Design count_pulse_gen, sky130hd; sources not shown.
Fig. 1: run 1, wiring by layer
Only two layers are drawn.
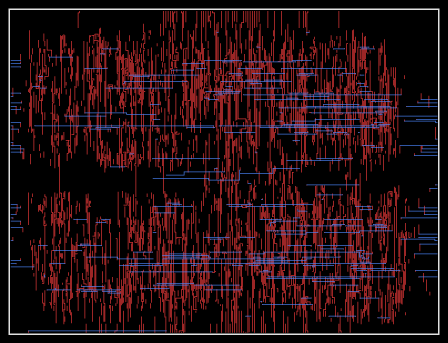
Key: metal 2 = red [wire length 13,500 um]; metal 3 = blue [wire length 2,790 um]
final WL: 32,800 um
via count: 10,559
GRT Util Overall: 27.2%
drt wl/cell: 19.8 um

Fig. 2: run 1, wire density map
The die is cut into 35 by 27 equal tiles; dark purple is low, yellow is high, scaled to the fullest tile. Values are wire area over tile area, all layers added.
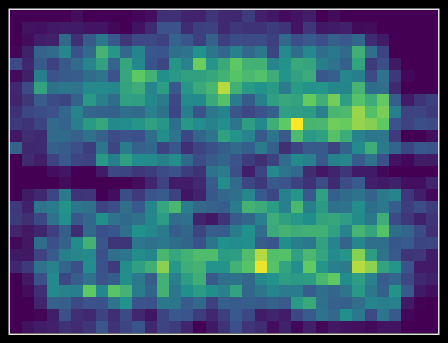
20% of the tiles are over half the peak. The fullest tile reaches 0.72. 8.8% of the tiles are nearly empty. The mean over all tiles is 0.23.

Fig. 3: run 1, register map, names as in the netlist
The bar under the picture is 50 um long.
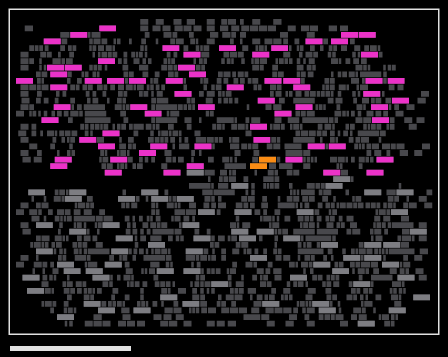
Key: rem1 = magenta [sequential cells 64]; sub = orange [sequential cells 2]
P_seq: 2.25 mW
Seq area share: 23.1%
Reg area: 0.00264 mm2

==> flow_summary_export.csv, run 1 <==
group,metric,value,unit
clock_tree,cts_buffers,17,
yosys,synth-cells-yosys,1256,
global_routing,grt_start_max_net_pins,65,
finish,bufAreaShareNonClock,14.5,%
yosys,edf_count,0,
placement,placed_area,0.0107,mm2
finish,sh_comb_area,52.4,%
finish,diodes,0,
yosys,syn_nets,1398,
finish,fin_area,0.0114,mm2
timing,hold_slack,0.479,ns
clock_tree,cts.root.buffer_cell,"clkbuf_16",
clock_tree,cts_resized,0,
floorplan,num_rows,47,
worst_setup_path,cp.required,2.98,ns
worst_setup_path,cpPeakStageDelay,0.53,ns
yosys,ys_area,0.00902,mm2
power_and_ir_drop,top_power_group,"combinational cells",
yosys,ys_ff,132,
route,ant_nets,0,
clock_tree,hold_buffers,0,
power_and_ir_drop,p_total,9.35,mW
global_routing,grt_util_met3,5.73,%
worst_hold_path,min_path_cells,2,
power_and_ir_drop,pwr-share-comb,57.6,%
flow_run,warnings,32,
floorplan,die_area,0.0238,mm2
power_and_ir_drop,powerDensity,819,mW/mm2
power_and_ir_drop,p_sw_share,49.1,%
finish,comb_area,0.00598,mm2
timing,fin_worst_skew,0.0103,ns
worst_setup_path,critPathArrivalTime,2.42,ns
finish,num-nonclk-buffers,169,
outcome,status,"completed",
floorplan,n_tap_cell,294,
clock_tree,clkSinkCount,132,
floorplan,fp.dieW,177,um
timing,setup_ws,0.564,ns
yosys,yosysUniqueCellTypes,70,
placement,dpl.cell_count,1629,
finish,final_nets,1496,
global_routing,grt_pass1_vias,9418,
finish,logic_gates,1009,
yosys,yosysWarningCount,0,
placement,place_congestion,0.922,
Fig. 4: run 1, placement density heat map
The bar under the picture is 50 um long. The die is cut into 18 by 13 equal tiles; dark purple is low, yellow is high, 0 to 100% covered.
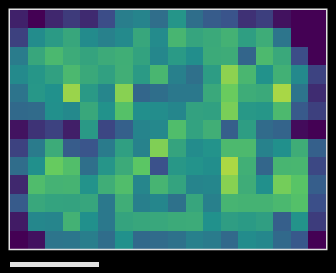

## Run 2: what changed since run 1
- CELL_PAD_IN_SITES_DETAIL_PLACEMENT: not set -> 0
- CELL_PAD_IN_SITES_GLOBAL_PLACEMENT: not set -> 1
- HOLD_SLACK_MARGIN: not set -> 0.1
- PLACE_DENSITY: 0.6 -> 0.8
Fig. 5: run 2, placement density heat map
The bar under the picture is 50 um long. The die is cut into 18 by 13 equal tiles; dark purple is low, yellow is high, 0 to 100% covered.
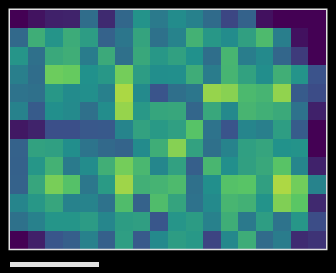
The mean over all tiles is 46%. 3.8% of the tiles are nearly empty. The fullest tile reaches 87%.
Layout Utilization: 51.1%
Initial Util: 40.8%
Core ar.: 0.0221 mm2

Fig. 6: run 2, register map, names as in the netlist
The bar under the picture is 50 um long.
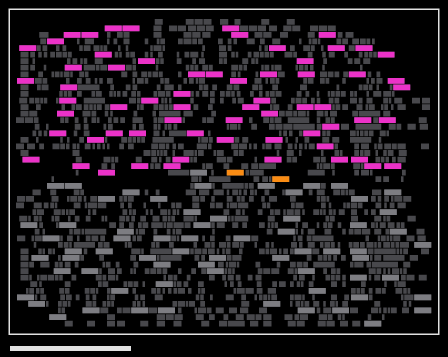
Key: sub = orange [sequential cells 2]; rem1 = magenta [sequential cells 64]
Another 66 sequential cells are not coloured.
P_seq: 2.26 mW
Seq area share: 23.4%

==> flow_summary_export.csv, run 2 <==
group,metric,value,unit
power_and_ir_drop,p_total,9.10,mW
route,route.vias.total,10462,
timing,setup_ws,0.658,ns
worst_setup_path,critPathArrivalTime,2.32,ns
power_and_ir_drop,pwr-share-comb,58.5,%
yosys,yosysUniqueCellTypes,70,
worst_setup_path,cp.required,2.98,ns
worst_setup_path,cpPeakStageDelay,0.57,ns
floorplan,die_height,134,um
finish,diodes,0,
timing,hold_slack,0.467,ns
finish,fin_area,0.0113,mm2
power_and_ir_drop,top_power_group,"combinational cells",
finish,num-nonclk-buffers,166,
power_and_ir_drop,p_sw_share,50.5,%
yosys,ys_area,0.00902,mm2
worst_setup_path,critical_path.top_delay_family,"buffers and inverters",
power_and_ir_drop,powerDensity,806,mW/mm2
global_routing,grt_start_max_net_pins,65,
route,ant_nets,0,
clock_tree,cts.root.buffer_cell,"clkbuf_16",
clock_tree,hold_buffers,0,
global_routing,grt_use_total,27.3,%
yosys,edf_count,0,
placement,place_congestion,0.890,
finish,register_area,0.00264,mm2
floorplan,die_area,0.0238,mm2
outcome,status,"completed",
route,routed_wl,32800,um
route,avgRoutedWirePerCell,19.8,um
yosys,yosysWarningCount,0,
yosys,syn_nets,1398,
clock_tree,clkSinkCount,132,
clock_tree,cts_resized,0,
timing,fin_worst_skew,0.0129,ns
finish,final_nets,1493,
flow_run,warnings,32,
global_routing,grt_pass1_vias,9212,
global_routing,grt_util_met3,6.38,%
yosys,synth-cells-yosys,1256,
finish,sh_comb_area,53.0,%
placement,placed_area,0.0107,mm2
yosys,ys_sh_aoi,31.3,%
finish,comb_area,0.00598,mm2
## Run 3: what changed since run 2
- ABC_CLOCK_PERIOD_IN_PS: 4260 -> 3000
- CORE_UTILIZATION: 40 -> 36
- PLACE_DENSITY: 0.8 -> 0.75
- clock period: 4.26 -> 3 ns (I/O delays scaled with it)
==> flow_summary_export.csv, run 3 <==
group,metric,value,unit
outcome,status,"finished with violations",
outcome,failed_checks,"negative setup slack",
finish,comb_area,0.00605,mm2
yosys,yosysUniqueCellTypes,70,
finish,register_area,0.00265,mm2
finish,bufAreaShareNonClock,18.3,%
yosys,ys_ff,132,
timing,hold_slack,0.466,ns
finish,final_core_util,48.3,%
power_and_ir_drop,powerDensity,1150,mW/mm2
global_routing,grt_util_met3,5.15,%
placement,placed_area,0.0113,mm2
power_and_ir_drop,p_total,13.8,mW
yosys,yosysWarningCount,0,
timing,setup_violations,1,
floorplan,fp.dieW,187,um
finish,sh_seq_area,22.1,%
global_routing,grt_pass1_vias,9485,
flow_run,warnings,34,
placement,dpl.cell_count,1737,
clock_tree,cts_resized,0,
floorplan,die_height,141,um
clock_tree,hold_buffers,0,
yosys,edf_count,0,
yosys,ys_sh_aoi,31.3,%
clock_tree,cts.root.buffer_cell,"clkbuf_16",
timing,setup_ws,-0.0253,ns
global_routing,grt_start_max_net_pins,72,
route,ant_nets,0,
floorplan,n_tap_cell,338,
floorplan,fp_util,36.4,%
worst_hold_path,min_path_cells,2,
finish,fin_area,0.0120,mm2
power_and_ir_drop,seq-power,3.17,mW
worst_setup_path,cp.required,3.36,ns
clock_tree,cts_buffers,17,
floorplan,num_rows,50,
floorplan,die_area,0.0264,mm2
placement,place_congestion,0.898,
worst_setup_path,critical_path.top_delay_family,"simple AND/OR/NAND/NOR gates",
Fig. 7: run 3, clock routing
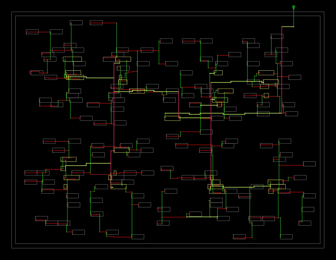
clock sinks: 132
clk_skew: 0.0118 ns
Latency at later pin: 0.44 ns
power in the clock group: 2.09 mW

Fig. 8: run 3, wiring by layer
Only two layers are drawn.
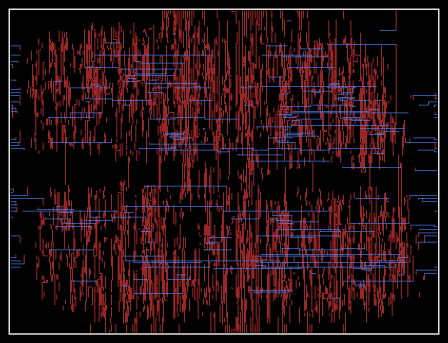
Key: metal 2 = red [wire length 14,100 um]; metal 3 = blue [wire length 2,610 um]
GRT Util Overall: 25.6%
drt wl/cell: 19.5 um
final WL: 34,400 um
via count: 10,736

Power is estimated from default activity; no workload was simulated.
